==> src/rtl/iis_receiver.sv <==
// IIS (I2S) serial receiver with a small receive FIFO and sticky error flags.
// Ports:
//   pclk, presetn          system clock, async active-low reset
//   enable                 receiver enable (0 holds the receiver idle)
//   bclk, lrck, sdata      IIS serial inputs, asynchronous to pclk
//   rdreq                  pop request
//   rdata, rchan, rvalid   popped sample, its channel, one-cycle valid pulse
//   empty, full, level     FIFO status
//   overrun, frame_err     sticky error flags, cleared by clr_err
module iis_receiver #(
    parameter int DATA_W     = 16,
    parameter int FIFO_DEPTH = 4
) (
    input  logic                          pclk,
    input  logic                          presetn,
    input  logic                          enable,
    input  logic                          bclk,
    input  logic                          lrck,
    input  logic                          sdata,
    input  logic                          rdreq,
    output logic [DATA_W-1:0]             rdata,
    output logic                          rchan,
    output logic                          rvalid,
    output logic                          empty,
    output logic                          full,
    output logic [$clog2(FIFO_DEPTH):0]   level,
    output logic                          overrun,
    output logic                          frame_err,
    input  logic                          clr_err
);

    localparam int AW = $clog2(FIFO_DEPTH);
    localparam int LW = AW + 1;
    localparam int CW = $clog2(DATA_W + 1);
    localparam logic [CW-1:0] CNT_LAST = CW'(DATA_W - 1);
    localparam logic [CW-1:0] CNT_FULL = CW'(DATA_W);

    typedef enum logic {IDLE, SHIFT} state_t;

    logic bclk_s1, bclk_s2, bclk_h;
    logic lrck_s1, lrck_s2;
    logic sdata_s1, sdata_s2;

    always_ff @(posedge pclk or negedge presetn) begin
        if (!presetn) begin
            bclk_s1  <= 1'b0;
            bclk_s2  <= 1'b0;
            bclk_h   <= 1'b0;
            lrck_s1  <= 1'b0;
            lrck_s2  <= 1'b0;
            sdata_s1 <= 1'b0;
            sdata_s2 <= 1'b0;
        end else begin
            bclk_s1  <= bclk;
            bclk_s2  <= bclk_s1;
            bclk_h   <= bclk_s2;
            lrck_s1  <= lrck;
            lrck_s2  <= lrck_s1;
            sdata_s1 <= sdata;
            sdata_s2 <= sdata_s1;
        end
    end

    state_t              state;
    logic [CW-1:0]       cnt;
    logic                chan;
    logic [DATA_W-1:0]   sr;
    logic                lrck_prev;
    // lrck_prev is meaningless until one rise has been sampled; without
    // this a reset in the middle of a right slot would look like a ws change.
    logic                lr_seen;

    logic                rise;
    logic                ws_chg;
    logic                in_shift;
    logic                push_now;
    logic                ferr_now;
    logic [DATA_W-1:0]   word_now;

    assign rise     = bclk_s2 & ~bclk_h;
    assign ws_chg   = rise & lr_seen & (lrck_s2 != lrck_prev);
    assign in_shift = enable & (state == SHIFT) & rise;
    assign push_now = in_shift & (cnt == CNT_LAST);
    // A ws change that leaves the word short of DATA_W bits is a framing error.
    assign ferr_now = in_shift & ws_chg & (cnt < CNT_LAST);
    assign word_now = {sr[DATA_W-2:0], sdata_s2};

    always_ff @(posedge pclk or negedge presetn) begin
        if (!presetn) begin
            state     <= IDLE;
            cnt       <= '0;
            chan      <= 1'b0;
            sr        <= '0;
            lrck_prev <= 1'b0;
            lr_seen   <= 1'b0;
        end else begin
            if (rise) begin
                lrck_prev <= lrck_s2;
                lr_seen   <= 1'b1;
            end
            if (!enable) begin
                state <= IDLE;
                cnt   <= '0;
            end else if (rise) begin
                unique case (state)
                    IDLE: begin
                        if (ws_chg) begin
                            state <= SHIFT;
                            cnt   <= '0;
                            chan  <= lrck_s2;
                        end
                    end
                    SHIFT: begin
                        if (cnt < CNT_FULL) begin
                            sr  <= word_now;
                            cnt <= cnt + CW'(1);
                        end
                        // The ws-change bit is the previous slot's LSB, so
                        // the shift above happens before the restart.
                        if (ws_chg) begin
                            cnt  <= '0;
                            chan <= lrck_s2;
                        end
                    end
                    default: state <= IDLE;
                endcase
            end
        end
    end

    logic [DATA_W:0]   mem [FIFO_DEPTH];
    logic [AW-1:0]     wr_ptr, rd_ptr;
    logic              pop, push_ok, ovr_now;
    logic [LW-1:0]     level_nxt;

    assign pop     = rdreq & ~empty;
    assign push_ok = push_now & (~full | pop);
    assign ovr_now = push_now & full & ~pop;

    always_comb begin
        level_nxt = level;
        if (push_ok && !pop)
            level_nxt = level + LW'(1);
        else if (pop && !push_ok)
            level_nxt = level - LW'(1);
    end

    always_ff @(posedge pclk) begin
        if (push_ok)
            mem[wr_ptr] <= {chan, word_now};
    end

    always_ff @(posedge pclk or negedge presetn) begin
        if (!presetn) begin
            wr_ptr    <= '0;
            rd_ptr    <= '0;
            level     <= '0;
            empty     <= 1'b1;
            full      <= 1'b0;
            rvalid    <= 1'b0;
            rdata     <= '0;
            rchan     <= 1'b0;
            overrun   <= 1'b0;
            frame_err <= 1'b0;
        end else begin
            if (push_ok)
                wr_ptr <= wr_ptr + AW'(1);
            if (pop) begin
                rd_ptr <= rd_ptr + AW'(1);
                rdata  <= mem[rd_ptr][DATA_W-1:0];
                rchan  <= mem[rd_ptr][DATA_W];
            end
            rvalid    <= pop;
            level     <= level_nxt;
            empty     <= (level_nxt == '0);
            full      <= (level_nxt == LW'(FIFO_DEPTH));
            overrun   <= ovr_now | (overrun & ~clr_err);
            frame_err <= ferr_now | (frame_err & ~clr_err);
        end
    end

endmodule

==> config.mk <==
export PLATFORM = sky130hd
export DESIGN_NAME = iis_receiver
export DESIGN_NICKNAME = d
export VERILOG_FILES = /design/src/rtl/iis_receiver.sv
export SDC_FILE = /design/constraint.sdc
export NUM_CORES = 1
export LEC_CHECK = 0
export ABC_AREA = 1
export CAP_MARGIN = 20
export CELL_PAD_IN_SITES_DETAIL_PLACEMENT = 0
export CELL_PAD_IN_SITES_GLOBAL_PLACEMENT = 2
export CORE_MARGIN = 4
export CORE_UTILIZATION = 30
export DETAILED_ROUTE_END_ITERATION = 10
export DONT_BUFFER_PORTS = 1
export PLACE_DENSITY = 0.57
export SLEW_MARGIN = 10
export SYNTH_ARGS = -nofsm -noshare
export SYNTH_HDL_FRONTEND = slang
export SYNTH_SLANG_ARGS = --single-unit
==> constraint.sdc <==
create_clock -name pclk -period 2.63 [get_ports pclk]
set_input_delay 0.6575 -clock pclk [delete_from_list [all_inputs] [get_ports pclk]]
set_output_delay 0.6575 -clock pclk [all_outputs]
set_load 0.02 [all_outputs]
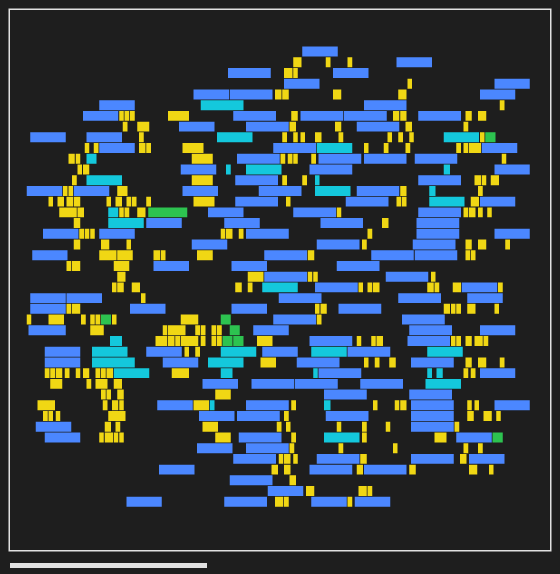
(run_1/class_map.png)
Scale bar: 50 um.
| colour | class | cells | share of their area |
|---|---|---|---|
| blue | sequential cells | 128 | 64% |
| yellow | remaining logic cells | 266 | 25% |
| green | remaining buffers and delay cells | 8 | 1.4% |
| cyan | clock drivers and dummy loads | 32 | 10% |
cell area after layout: 5830 um2
end-of-flow core utilization: 36.2%
standard cell core area: 16100 um2

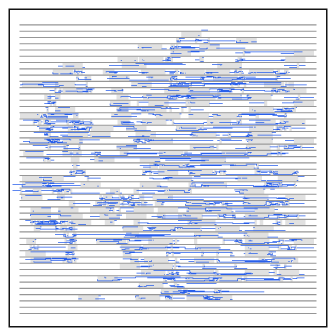
(run_1/m1.png)
Supply wires on this layer in grey. Cells faint in the background.
longest straight run: 42.8 um
share of all routed wire: 49%
wire length on this layer: 4700 um
main direction: horizontal
total wire length: 9690 um
total vias in the final route: 2837
GR met1 Demand/Resource: 15.0%

==> out/qor.csv, run 1 <==
metric,value,unit
status,completed,
global_placement_routability_congestion,0.730,
avgViaCountPerCell,4.36,
antennaDiodeCount,0,
io_buffer_count,0,
ys.flops,128,
netlist_area,4990,um2
wire_length_of_the_first_global_routing_pass,16300,um
timing.hold.ws,0.0894,ns
fp.dieH,137,um
floorplan.nets,425,
overflow_left_after_global_routing,0,
wl_per_instance,14.9,um
clock_latency,0.41,ns
timing.rr.start,cnt[0],
synthArstFlopShare,46.9,%
yosysTopAreaCellShare,40.9,%
crit_path_start,cnt[0],
max-vdd-ir-drop,0.448,mV
cts.clk_slew.worst_paths,0.05,ns
dpl_worst_slack,0.504,ns
chipArea,18800,um2
route.detailed.drc,0,
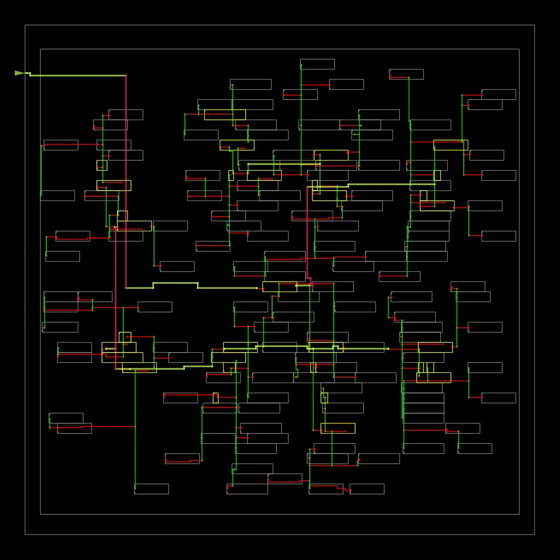
(run_1/clock_nets.png)
TritonCTS buffer count: 17
clock sink count: 128
count of clock buffers in the final design: 20
Clock group: 2.21 mW

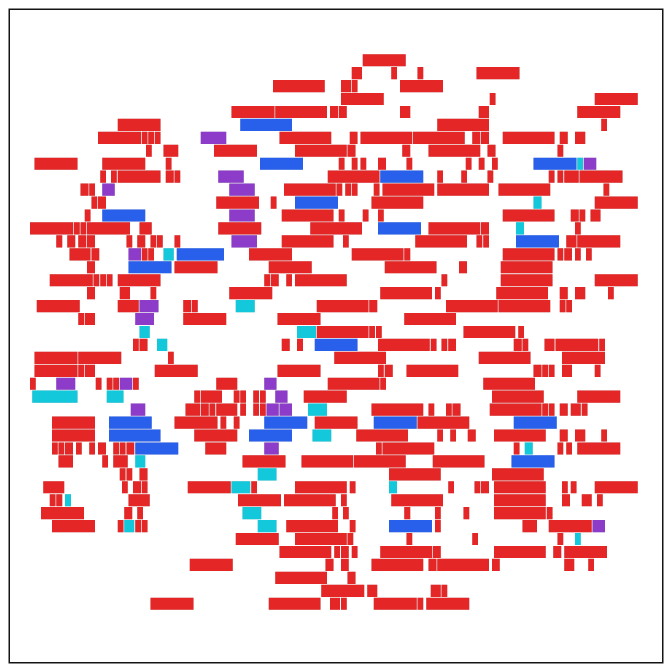
(run_1/sizing.png)
| colour | size | cells |
|---|---|---|
| blue | x6 and larger | 20 |
| purple | x3 and x4 | 19 |
| red | x1 and smaller | 373 |
| cyan | x2 | 22 |
Setup WS post-layout: 0.499 ns
non-clock buffer instance count of the final layout: 8
Layout area overhead: 16.7%

==> run 1: critical path, stage by stage (launching register included) <==
cell,delay [ns]
sky130_fd_sc_hd__dfrtp_1,0.39
sky130_fd_sc_hd__ha_1,0.18
sky130_fd_sc_hd__nand2_1,0.07
sky130_fd_sc_hd__nor2_1,0.10
sky130_fd_sc_hd__ha_1,0.19
sky130_fd_sc_hd__nand3_1,0.08
sky130_fd_sc_hd__nor2_1,0.16
sky130_fd_sc_hd__nand2_1,0.20
sky130_fd_sc_hd__nor2_1,0.15
sky130_fd_sc_hd__buf_4,0.28
==> run 1: sequential cells by signal, indices dropped and copies added (netlist names), 2 cells and up <==
register  cells
cnt           5
rd_ptr        2
wr_ptr        2
mem          68
rdata        16
level         3
sr           15
==> run 1: worst paths after layout <==
path,end,cells after the start
max in group asynchronous,rdata[7],1
worst max-delay path,mem[0][12],9
worst min register to register,sdata_s2,0
worst max register to register,mem[0][12],9
worst min-delay path,empty,0
min in group pclk,bclk_s1,0
==> run 1: cell families (layout without fill, tap and decap cells) <==
kind of cell / after synthesis / in the layout / share of synthesized area [%]
AND/OR/NAND/NOR: 142 / 142 / 11.6
multiplexers: 13 / 13 / 3.31
adder cells (fa/ha/maj): 8 / 8 / 2.00
buffers and inverters: 44 / 69 / 3.71
flip-flops: 128 / 128 / 71.0
AND-OR/OR-AND: 68 / 68 / 7.31
XOR/XNOR: 6 / 6 / 1.05
==> run 1: cell type report <==
class                      instances  area [um2]  area share (%)
clock buffer                      20         437            7.49
clock inverter                    12         120            2.06
inverter                          29         109            1.87
multi-input combinational        237        1270            21.8
sequential                       128        3540            60.8
tap                              216         270            4.64
timing repair buffer               8        80.1            1.37
==> run 1: repair_timing <==
item                      4_1_cts  5_1_grt
setup buffers                   0        0
gates resized                   0        0
hold buffers                    1        0
hold endpoints to repair       59        0
==> run 1: power by group <==
group / internal [mW] / total (mW) / leakage (nW) / switching [mW]
Sequential: 2.18 / 2.25 / 1.37 / 0.0704
Clock: 1.38 / 2.21 / 0.269 / 0.827
Combinational: 0.0387 / 0.112 / 0.692 / 0.0737
==> run 1: routing by layer <==
layer  up-vias  part of all wire [%]
li1       1417                     -
met1      1369                    49
met2        44                    46
met3         7                   4.6
met4         0                   1.3
met5         -                     0
==> run 1: placed cells by master, fill, tap and decap left out, types with 4 or more instances in the layout <==
cell type                   synthesis  routed
sky130_fd_sc_hd__xor2_1             5       5
sky130_fd_sc_hd__a21oi_1            4       4
sky130_fd_sc_hd__ha_1               8       8
sky130_fd_sc_hd__mux2_2             8       8
sky130_fd_sc_hd__nand2_2            5       5
sky130_fd_sc_hd__o21ai_0           42      42
sky130_fd_sc_hd__dfrtp_1           59      59
sky130_fd_sc_hd__inv_1             26      26
sky130_fd_sc_hd__nor2_1            98      98
sky130_fd_sc_hd__nand2_1           27      27
sky130_fd_sc_hd__nand3_1            7       7
sky130_fd_sc_hd__clkinv_2           0       4
sky130_fd_sc_hd__clkbuf_16          0      17
sky130_fd_sc_hd__edfxtp_1          68      68
sky130_fd_sc_hd__mux2_4             5       5
sky130_fd_sc_hd__a31oi_1           17      17
sky130_fd_sc_hd__buf_4              0       7
--- run 2 (diff from run 1) ---
--- a/config.mk
+++ b/config.mk
@@ -13,7 +13,7 @@
 export CORE_UTILIZATION = 30
 export DETAILED_ROUTE_END_ITERATION = 10
 export DONT_BUFFER_PORTS = 1
-export PLACE_DENSITY = 0.57
+export PLACE_DENSITY = 0.59
 export SLEW_MARGIN = 10
 export SYNTH_ARGS = -nofsm -noshare
 export SYNTH_HDL_FRONTEND = slang
==> constraint.sdc (replaced) <==
create_clock -name pclk -period 1.7 [get_ports pclk]
set_input_delay 0.425 -clock pclk [delete_from_list [all_inputs] [get_ports pclk]]
set_output_delay 0.425 -clock pclk [all_outputs]
set_load 0.02 [all_outputs]
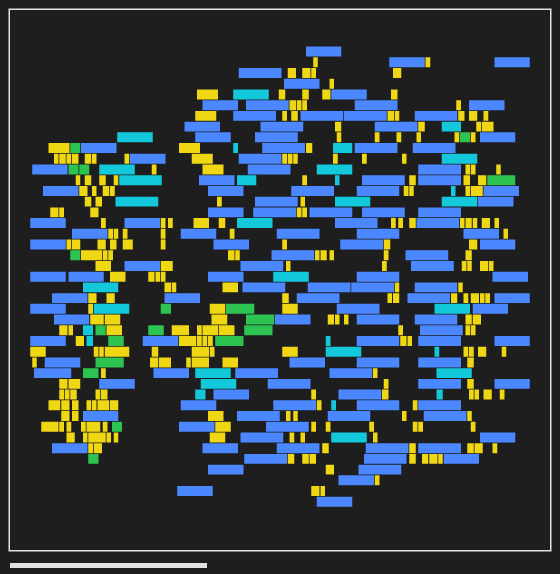
(run_2/class_map.png)
Scale bar: 50 um.
| colour | class | cells | share of their area |
|---|---|---|---|
| cyan | clock drivers and dummy loads | 32 | 9.9% |
| green | remaining buffers and delay cells | 18 | 3.8% |
| yellow | remaining logic cells | 266 | 25% |
| blue | sequential cells | 128 | 61% |
sequential fraction of total cell area: 58.3%
row count: 46
cell area after layout: 6080 um2
end-of-flow core utilization: 37.7%

==> run 2 against run 1 <==
The run now ends with hold timing, setup timing left. Setup slack worse by 0.65 ns. Synthesized area stayed put. Combinational power is 27% higher. Die area stayed put. Final cell count is 1.5% higher. Critical path type unchanged. Largest cell class unchanged. Highest routed layer unchanged.
==> out/qor.csv, run 2 <==
metric,value,unit,change
finalSetupViolations,73,,
fp.dieH,137,um,unchanged
net_switching_power,1.46,mW,+50%
ys.flops,128,,unchanged
mostFrequentLayoutCell,sky130_fd_sc_hd__nor2_1,,
synthArstFlopShare,46.9,%,unchanged
postLayoutSetupSlackWorst,-0.148,ns,-0.647 ns
globalRouteMet1Util,15.8,%,+0.84 points
largest_combinational_cell_category_by_area,simple AND/OR/NAND/NOR gates,,
largest_reg_flops,68,,unchanged
wire_length_of_the_first_global_routing_pass,16100,um,-0.98%
power_frac_comb,2.0,%,-0.5 points
biggestRegsByFlops,"mem: 68 flops, rdata: 16 flops, sr: 15 flops",,
routed_wirelength,9820,um,+1.4%
status,"complete, but fails checks",,
route.detailed.drc,0,,unchanged
violations,"hold timing, setup timing",,
overflow_left_after_global_routing,0,,unchanged
hold_viol_final,60,,
global_placement_routability_congestion,0.734,,+0.56%
sequentialPowerShare,48.6,%,-0.6 points
clock_sinks,128,,unchanged
mostFrequentLayoutCells,"sky130_fd_sc_hd__nor2_1 (90), sky130_fd_sc_hd__edfxtp_1 (68), sky130_fd_sc_hd__dfrtp_1 (59)",,
switching_share,20.4,%,-0.87 points
synth_adder_area_share,2.00,%,unchanged
timing.hold.ws,-0.292,ns,-0.381 ns
route.vias.total,2896,,+2.1%
wl_per_instance,14.9,um,-0.15%
==> run 2: final timing paths <==
kind	end	slack [ns]	cells after the start
max in group asynchronous	empty	1.81	0
min	cnt[0]	-0.29	0
max	mem[0][8]	-0.15	9
min in group pclk	lrck_s1	0.04	0
max reg2reg	mem[0][8]	-0.15	9
min reg2reg	lrck_s2	0.35	0
==> run 2: cell type report <==
class                   instances  area (um2)
flip-flops and latches        128        3540
repair buffers                 18         221
clock inverters                 6        85.1
multi-input cells             237        1360
clock buffers                  26         489
fillers                      1570       10000
well taps                     216         270
inverters                      29         109
==> run 2: cells by family after synthesis <==
group / count (synthesis)
AND/OR/NAND/NOR: 142
flip-flops: 128
AND-OR/OR-AND: 68
buffers and inverters: 44
multiplexers: 13
adder cells (fa/ha/maj): 8
XOR/XNOR: 6
==> run 2: per-layer routing <==
| metal | vias up | part of all wire (%) |
|---|---|---|
| met1 | 1398 | 48 |
| met3 | 8 | 5.4 |
| met4 | 0 | 1.0 |
| met2 | 52 | 46 |
| li1 | 1438 | - |
| met5 | - | 0 |
==> run 2: worst max-delay path, stage by stage, from the launching register on <==
cell	delay (ns)
sky130_fd_sc_hd__dfrtp_1	0.36
sky130_fd_sc_hd__ha_2	0.20
sky130_fd_sc_hd__nand2_2	0.06
sky130_fd_sc_hd__nor2_2	0.09
sky130_fd_sc_hd__ha_2	0.19
sky130_fd_sc_hd__nand3_2	0.09
sky130_fd_sc_hd__nor2_4	0.13
sky130_fd_sc_hd__nand2_4	0.11
sky130_fd_sc_hd__nor2_4	0.14
sky130_fd_sc_hd__buf_12	0.16
==> run 2: metrics by stage <==
stage / hold WS (ns) / instance area, um2
floorplan: 0.129 / 5050
global placement: 0.133 / 5440
detailed placement: 0.133 / 5440
CTS: -0.317 / 6040
global route: -0.323 / 6080
finish: -0.292 / 6080
==> run 2: repair_timing <==
item | 4_1_cts | 5_1_grt
buffers inserted | 1 | 2
cloned | 0 | 0
setup endpoints to repair | 72 | 75
endpoints found under the hold margin | 60 | 60
pin swaps | 2 | 1
gates resized | 6 | 11
==> run 2: power by group through the flow <==
stage,Clock (mW),Sequential (mW),Combinational (mW)
finish,3.54,3.48,0.142
global route,3.78,3.49,0.168
CTS,3.63,3.48,0.145
detailed placement,0,3.54,0.145
global placement,0,3.53,0.145
floorplan,0,3.50,0.117
--- run 3 (diff from run 2) ---
--- a/config.mk
+++ b/config.mk
@@ -11,6 +11,7 @@
 export CELL_PAD_IN_SITES_GLOBAL_PLACEMENT = 2
 export CORE_MARGIN = 4
 export CORE_UTILIZATION = 30
+export CTS_CLUSTER_DIAMETER = 120
 export DETAILED_ROUTE_END_ITERATION = 10
 export DONT_BUFFER_PORTS = 1
 export PLACE_DENSITY = 0.59
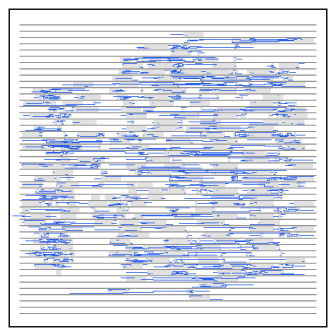
(run_3/m1.png)
Supply wires on this layer in grey. Cells faint in the background.
main direction: horizontal
nets with wire on the layer: 421
wire length on this layer: 4700 um
share of all routed wire: 48%
total vias in the final route: 2896
GR met1 Demand/Resource: 15.8%
total wire length: 9820 um

==> run 3 against run 2 <==
The run still ends with hold timing, setup timing left. Largest power group unchanged. Via count did not move. Highest routed layer unchanged. Global-route usage did not move. Register-to-register slack barely moved. Non-clock buffer count did not move.
==> out/qor.csv, run 3 <==
metric,value,unit,change
violations,"hold timing, setup timing",,
timing.hold.ws,-0.292,ns,unchanged
global_placement_routability_congestion,0.734,,unchanged
layout_area_overhead,21.7,%,
largest_combinational_cell_category_by_area,simple AND/OR/NAND/NOR gates,,
wire_length_of_the_first_global_routing_pass,16100,um,unchanged
synthArstFlopShare,46.9,%,unchanged
clock_sinks,128,,unchanged
mostFrequentLayoutCell,sky130_fd_sc_hd__nor2_1,,
synth_adder_area_share,2.00,%,unchanged
wl_per_instance,14.9,um,unchanged
route.detailed.drc,0,,unchanged
final.fill_count,1570,,unchanged
postLayoutSetupSlackWorst,-0.148,ns,unchanged
overflow_left_after_global_routing,0,,unchanged
biggestRegsByFlops,"mem: 68 flops, rdata: 16 flops, sr: 15 flops",,
mostFrequentLayoutCells,"sky130_fd_sc_hd__nor2_1 (90), sky130_fd_sc_hd__edfxtp_1 (68), sky130_fd_sc_hd__dfrtp_1 (59)",,
status,"complete, but fails checks",,
hold_viol_final,60,,unchanged
largest_reg_flops,68,,unchanged
finalSetupViolations,73,,unchanged
ys.flops,128,,unchanged
fp.dieH,137,um,unchanged
row_count,46,,unchanged
start_kind,register,,
## run 3: cell counts in the layout (fill, tap and decap cells not counted)
Identical to the previous run, type by type.
## run 3: per-stage QoR
stage | util, % | cells | instance area [um2] | TNS (ns) | setup slack, ns
detailed placement | 33.7 | 625 | 5440 | -10.90 | -0.165
floorplan | - | 409 | 5050 | -11.57 | -0.188
global placement | 33.7 | 625 | 5440 | -9.17 | -0.136
finish | 37.7 | 660 | 6080 | -9.28 | -0.148
CTS | 37.5 | 658 | 6040 | -10.06 | -0.159
global route | 37.7 | 660 | 6080 | -17.94 | -0.267
## run 3: layer usage
| metal | global-route usage (%) | up-vias | share of wire (%) |
|---|---|---|---|
| li1 | - | 1438 | - |
| met1 | 15.8 | 1398 | 48 |
| met2 | 17.0 | 52 | 46 |
| met3 | 4.26 | 8 | 5.4 |
| met4 | 4.99 | 0 | 1.0 |
| met5 | 0 | - | 0 |
## run 3: path summary, 6_finish.rpt
path                        endpoint  slack [ns]  cells after the start
min reg2reg                  lrck_s2        0.35                      0
min                           cnt[0]       -0.29                      0
max                        mem[0][8]       -0.15                      9
max in group asynchronous      empty        1.81                      0
max reg2reg                mem[0][8]       -0.15                      9
min in group pclk            lrck_s1        0.04                      0
## run 3: timing repair
action                                  in CTS  in global routing
gates resized                                6                 11
pin swaps                                    2                  1
endpoints found under the setup margin      72                 75
setup buffers                                1                  2
hold endpoints to repair                    60                 60
## run 3: final cells by class
cell class,instances,area (um2),area share (%)
well taps,216,270,4.44
inverters,29,109,1.79
multi-input cells,237,1360,22.4
repair buffers,18,221,3.64
flip-flops and latches,128,3540,58.3
clock inverters,6,85.1,1.40
clock buffers,26,489,8.05
## run 3: worst max-delay path, stage by stage (launching register included)
cell and delay, ns:
sky130_fd_sc_hd__dfrtp_1 0.36, sky130_fd_sc_hd__ha_2 0.20, sky130_fd_sc_hd__nand2_2 0.06, sky130_fd_sc_hd__nor2_2 0.09
sky130_fd_sc_hd__ha_2 0.19, sky130_fd_sc_hd__nand3_2 0.09, sky130_fd_sc_hd__nor2_4 0.13, sky130_fd_sc_hd__nand2_4 0.11
sky130_fd_sc_hd__nor2_4 0.14, sky130_fd_sc_hd__buf_12 0.16
## run 3: logic make-up after synthesis
logic type,after synthesis
AND/OR/NAND/NOR,142
flip-flops,128
AND-OR/OR-AND,68
buffers and inverters,44
multiplexers,13
adder cells (fa/ha/maj),8
XOR/XNOR,6
## run 3: where the power goes
group / internal (mW) / switching, mW / total (mW)
Combinational: 0.0572 / 0.0849 / 0.142
Clock: 2.27 / 1.27 / 3.54
Sequential: 3.37 / 0.108 / 3.48

## Gallery

Routed clock nets over the placement.
image #1
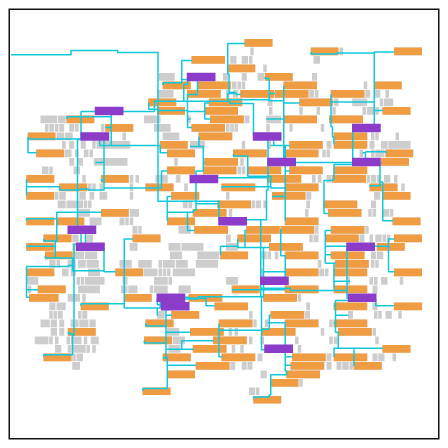
image #2
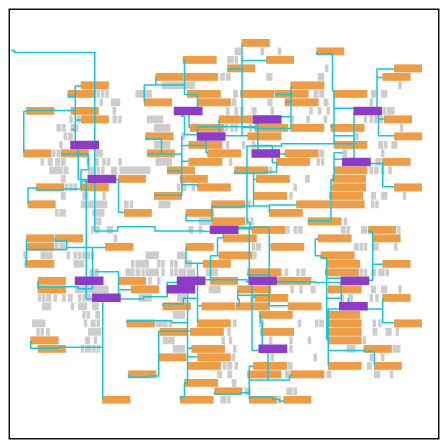
| from | picture |
|---|---|
| run 3 | image #1 |
| run 1 | image #2 |

Key to image #2:
[purple] clock-net drivers | count: 17
[cyan] clock wires | length: 1670 um
[orange] flip-flops | count: 128
flops lie: spread over the die

Power figures rest on the tool's default switching activity, not on a simulated workload.
